`config.mk`:
```
export PLATFORM = sky130hd
export DESIGN_NAME = quiz_round_ctrl
export DESIGN_NICKNAME = d
export VERILOG_FILES = /design/src/rtl/quiz_round_ctrl.sv
export SDC_FILE = /design/constraint.sdc
export NUM_CORES = 1
export LEC_CHECK = 0
export CAP_MARGIN = 20
export CORE_MARGIN = 4
export CORE_UTILIZATION = 55
export DETAILED_ROUTE_END_ITERATION = 12
export PLACE_DENSITY = 0.81
export SETUP_SLACK_MARGIN = 0.4
export SYNTH_ARGS = -nofsm -noshare
export SYNTH_HDL_FRONTEND = slang
export SYNTH_SLANG_ARGS = --single-unit
```
`constraint.sdc`:
```
create_clock -name clk -period 4.2 [get_ports clk]
set_input_delay 0.63 -clock clk [delete_from_list [all_inputs] [get_ports clk]]
set_output_delay 0.63 -clock clk [all_outputs]
set_load 0.01 [all_outputs]
```
`src/rtl/quiz_round_ctrl.sv`:
```
// quiz_round_ctrl
//   Answer-round controller: host start, per-second countdown, first-buzz
//   arbitration among the active players, host judgement and saturating
//   per-player score update. Scores survive everything except rst.
//
//   Optional build macro FOUL_PENALTY_EN: an eligible buzz while READY
//   raises a 1-cycle foul pulse for that player and deducts points_deduce
//   (live input) from that player's score. Without the macro, buzzes in
//   READY are ignored and foul is tied to 0.
//
//   state     | meaning
//   ----------+---------------------------------------------------------
//   S_IDLE    | settings not complete, waiting for set_done
//   S_READY   | settings valid, waiting for host start
//   S_COUNT   | countdown running, first eligible buzz takes the answer
//   S_ANSWER  | winner holds the answer, waiting for host judgement
//   S_TIMEOUT | countdown expired with no buzz, start begins a new round
module quiz_round_ctrl #(
  parameter int CLK_HZ  = 100_000_000,
  parameter int SCORE_W = 8
) (
  input  logic                 clk,
  input  logic                 rst,
  input  logic                 set_done,
  input  logic [2:0]           participants_number,
  input  logic [7:0]           total_times,
  input  logic [3:0]           points_add,
  input  logic [3:0]           points_deduce,
  input  logic                 start,
  input  logic [3:0]           buzz,
  input  logic                 judge_ok,
  input  logic                 judge_bad,
  output logic [2:0]           phase,
  output logic [2:0]           winner,
  output logic [7:0]           time_left,
  output logic [4*SCORE_W-1:0] score_bus,
  output logic [3:0]           foul
);

  typedef enum logic [2:0] {
    S_IDLE    = 3'd0,
    S_READY   = 3'd1,
    S_COUNT   = 3'd2,
    S_ANSWER  = 3'd3,
    S_TIMEOUT = 3'd4
  } state_t;

  localparam int              PRE_W  = (CLK_HZ > 1) ? $clog2(CLK_HZ) : 1;
  localparam logic [PRE_W-1:0] PRE_TC = PRE_W'(CLK_HZ - 1);

  state_t             state;
  logic [PRE_W-1:0]   presc;
  logic [3:0]         buzz_q;
  logic [2:0]         cfg_players;
  logic [3:0]         cfg_add;
  logic [3:0]         cfg_deduce;
  logic [SCORE_W-1:0] score [4];

  logic [3:0]         rise;
  logic [3:0]         elig_cfg;
  logic               win_hit;
  logic [2:0]         win_id;
  logic [1:0]         widx;

  function automatic logic [SCORE_W-1:0] sat_add(input logic [SCORE_W-1:0] s,
                                                 input logic [3:0] p);
    logic [SCORE_W:0] sum;
    sum = {1'b0, s} + (SCORE_W+1)'(p);
    return sum[SCORE_W] ? '1 : sum[SCORE_W-1:0];
  endfunction

  function automatic logic [SCORE_W-1:0] sat_sub(input logic [SCORE_W-1:0] s,
                                                 input logic [3:0] p);
    return (s < SCORE_W'(p)) ? '0 : s - SCORE_W'(p);
  endfunction

  assign rise  = buzz & ~buzz_q;
  assign phase = state;
  // winner is 1..4 while in ANSWER; the wrap of 4 onto index 3 is intended
  assign widx  = winner[1:0] - 2'd1;

  // Eligibility against the round's latched player count, lowest index wins
  always_comb begin
    elig_cfg = '0;
    win_hit  = 1'b0;
    win_id   = 3'd0;
    for (int k = 0; k < 4; k++) begin
      elig_cfg[k] = (3'(k) < cfg_players);
    end
    for (int k = 3; k >= 0; k--) begin
      if (rise[k] && elig_cfg[k]) begin
        win_hit = 1'b1;
        win_id  = 3'(k + 1);
      end
    end
  end

  // Flatten the score registers onto the output bus
  genvar g;
  generate
    for (g = 0; g < 4; g++) begin : g_bus
      assign score_bus[g*SCORE_W +: SCORE_W] = score[g];
    end
  endgenerate

`ifdef FOUL_PENALTY_EN
  logic [3:0] elig_live;
  logic [3:0] foul_q;

  assign foul = foul_q;

  // Early-buzz detection uses the live player count since no round is latched yet
  always_comb begin
    elig_live = '0;
    for (int k = 0; k < 4; k++) begin
      elig_live[k] = (3'(k) < participants_number);
    end
  end
`else
  assign foul = '0;
`endif

  // Round sequencing, countdown, arbitration, scoring and buzz edge history
  always_ff @(posedge clk) begin
    if (!rst) begin
      state       <= S_IDLE;
      presc       <= '0;
      buzz_q      <= '0;
      winner      <= '0;
      time_left   <= '0;
      cfg_players <= '0;
      cfg_add     <= '0;
      cfg_deduce  <= '0;
      for (int k = 0; k < 4; k++) score[k] <= '0;
`ifdef FOUL_PENALTY_EN
      foul_q      <= '0;
`endif
    end else begin
      buzz_q <= buzz;
`ifdef FOUL_PENALTY_EN
      foul_q <= '0;
`endif
      if (!set_done) begin
        state <= S_IDLE;
      end else begin
        case (state)
          S_IDLE: state <= S_READY;

          S_READY, S_TIMEOUT: begin
            if (start) begin
              cfg_players <= participants_number;
              cfg_add     <= points_add;
              cfg_deduce  <= points_deduce;
              time_left   <= total_times;
              winner      <= '0;
              presc       <= '0;
              // a zero-length round has nothing to count, expire right away
              state       <= (total_times == 8'd0) ? S_TIMEOUT : S_COUNT;
            end
`ifdef FOUL_PENALTY_EN
            if (state == S_READY) begin
              for (int k = 0; k < 4; k++) begin
                if (rise[k] && elig_live[k]) begin
                  foul_q[k] <= 1'b1;
                  score[k]  <= sat_sub(score[k], points_deduce);
                end
              end
            end
`endif
          end

          S_COUNT: begin
            // a buzz beats a coincident final tick, so time_left stays put
            if (win_hit) begin
              winner <= win_id;
              state  <= S_ANSWER;
            end else if (presc == PRE_TC) begin
              presc     <= '0;
              time_left <= time_left - 8'd1;
              if (time_left == 8'd1) state <= S_TIMEOUT;
            end else begin
              presc <= presc + PRE_W'(1);
            end
          end

          S_ANSWER: begin
            if (judge_ok && !judge_bad) begin
              score[widx] <= sat_add(score[widx], cfg_add);
              state       <= S_READY;
            end else if (judge_bad && !judge_ok) begin
              score[widx] <= sat_sub(score[widx], cfg_deduce);
              state       <= S_READY;
            end
          end

          default: state <= S_IDLE;
        endcase
      end
    end
  end

endmodule
```
==> impl_metrics.env <==
# implementation run metrics
export IMPL_status="complete, no violations"
export IMPL_drt_antenna_violating_nets=0
export IMPL_synth_flops=88
export IMPL_antenna_diode_count=0
export IMPL_area_growth_pct=18.46
export IMPL_post_drt_wl_per_cell_um=17.93
export IMPL_logic_area_um2=2803
export IMPL_non_clock_buffer_count=82
export IMPL_dpl_cell_area_um2=5892
export IMPL_crit_family="AND-OR/OR-AND gates"
export IMPL_grt_busiest_layer="met2"
export IMPL_finalCritPeriodShare_pct=77.50
export IMPL_detail_route_vias_per_cell=6.081
export IMPL_tritoncts="done"
export IMPL_global_route_usage_total_pct=24.28
export IMPL_met3_wirelength_um=842
export IMPL_hold_viol_final=0
export IMPL_i_o_pin_cnt=79
export IMPL_start_kind="register"
export IMPL_finalPower_mw=1.669
export IMPL_p_leak_nw=2.130
export IMPL_finalCriticalPeriod_ps=3255
export IMPL_worstSetupPathType="reg -> reg"
export IMPL_holdBufCountCts=0
export IMPL_max_vdd_ir_drop_mv=0.1827
export IMPL_yosysTopAreaCell="sky130_fd_sc_hd__dfxtp_1"
export IMPL_timing_max_cap_violations=0
export IMPL_die_y_um=104.5
export IMPL_setup_viol=0
export IMPL_htreeDepth=3
export IMPL_post_cts_setup_buffers=0
export IMPL_clock_path_buffers=2
export IMPL_reg2reg_to="score[0][0]"
export IMPL_layout_comb_gates_multi_input=407
export IMPL_max_slew_margin_rel_pct=44.89
export IMPL_seq_cell_share_pct=34.34
export IMPL_clk_pin_slew_worst_paths_ps=100
export IMPL_number_of_flip_flops_in_the_largest_register=32
export IMPL_worstPathBufferInverterCount=1
export IMPL_finalMaxSlewViolations=0
export IMPL_grt_antenna_before_repair=0
export IMPL_yosysSeqAreaShare_pct=40.67
export IMPL_cp_cell_sequence="buf_4 -> mux4_2 -> fa_1 -> a21o_1 -> a211oi_1 -> a21oi_1 -> nor2b_1 -> o22ai_2 -> nor2_1"
power by group:
| part | switching [mW] | leakage (nW) | internal (mW) |
|---|---|---|---|
| Clock | 0.331 | 0.0770 | 0.218 |
| Combinational | 0.108 | 1.27 | 0.0941 |
| Sequential | 0.0166 | 0.784 | 0.901 |
placed cells by master (no fill, tap or decap), types with 10 or more instances in the layout:
cell type / synthesis / final
sky130_fd_sc_hd__inv_1: 19 / 19
sky130_fd_sc_hd__a21boi_0: 13 / 13
sky130_fd_sc_hd__clkdlybuf4s50_1: 0 / 74
sky130_fd_sc_hd__nand2_1: 57 / 57
sky130_fd_sc_hd__o21ai_0: 23 / 23
sky130_fd_sc_hd__dfxtp_1: 56 / 56
sky130_fd_sc_hd__xnor2_1: 19 / 19
sky130_fd_sc_hd__edfxtp_1: 32 / 32
sky130_fd_sc_hd__ha_1: 14 / 14
sky130_fd_sc_hd__a21oi_1: 10 / 10
sky130_fd_sc_hd__nor2_1: 67 / 67
sky130_fd_sc_hd__nor3_1: 23 / 23
how the worst max path moves through the flow:
stage,end,from,cells after the start
3_3_place_gp,score[0][4],winner[0],8
6_report,score[0][0],winner[0],9
4_1_cts,score[1][4],winner[0],8
5_1_grt,score[0][0],winner[0],9
3_5_place_dp,score[1][4],winner[0],8
2_1_floorplan,score[0][5],winner[0],11
cells by family (layout without fill, tap and decap cells):
kind of cell,after synthesis,in the layout,share of synthesized area [%]
other,1,4,0.07326
XOR/XNOR,24,24,4.107
flip-flops,88,88,40.67
AND/OR/NAND/NOR,241,241,25.64
adder cells (fa/ha/maj),16,16,4.204
multiplexers,11,11,4.375
buffers and inverters,53,117,5.060
AND-OR/OR-AND,111,111,15.86
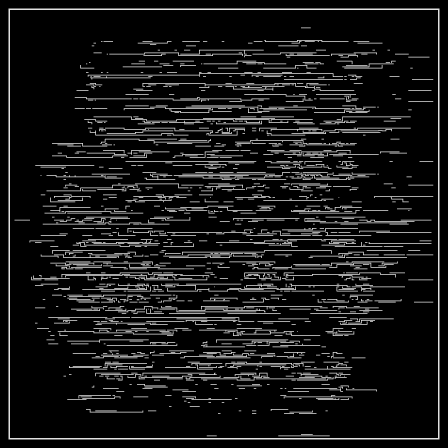
Fig. 1. Metal 1.
nets with wire on the layer	607
wire length on this layer	5,640 um
longest straight run	32.7 um
met1 Track Usage GR: 32.77%
Total Wirelength: 12.91 mm
via count of the routed design: 4,378

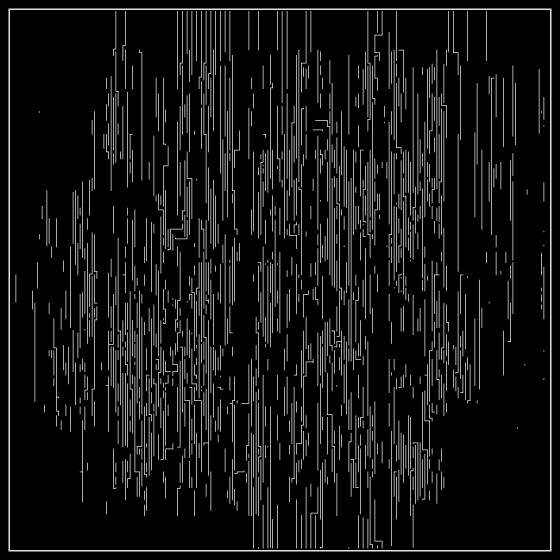
Fig. 2. Metal 2.
wire length on this layer	6,190 um
share of all routed wire	48%
longest straight run	35.4 um
nets with wire on the layer	572
main direction	vertical
grt met2 use: 39.94%

Power figures rest on the tool's default switching activity, not on a simulated workload.
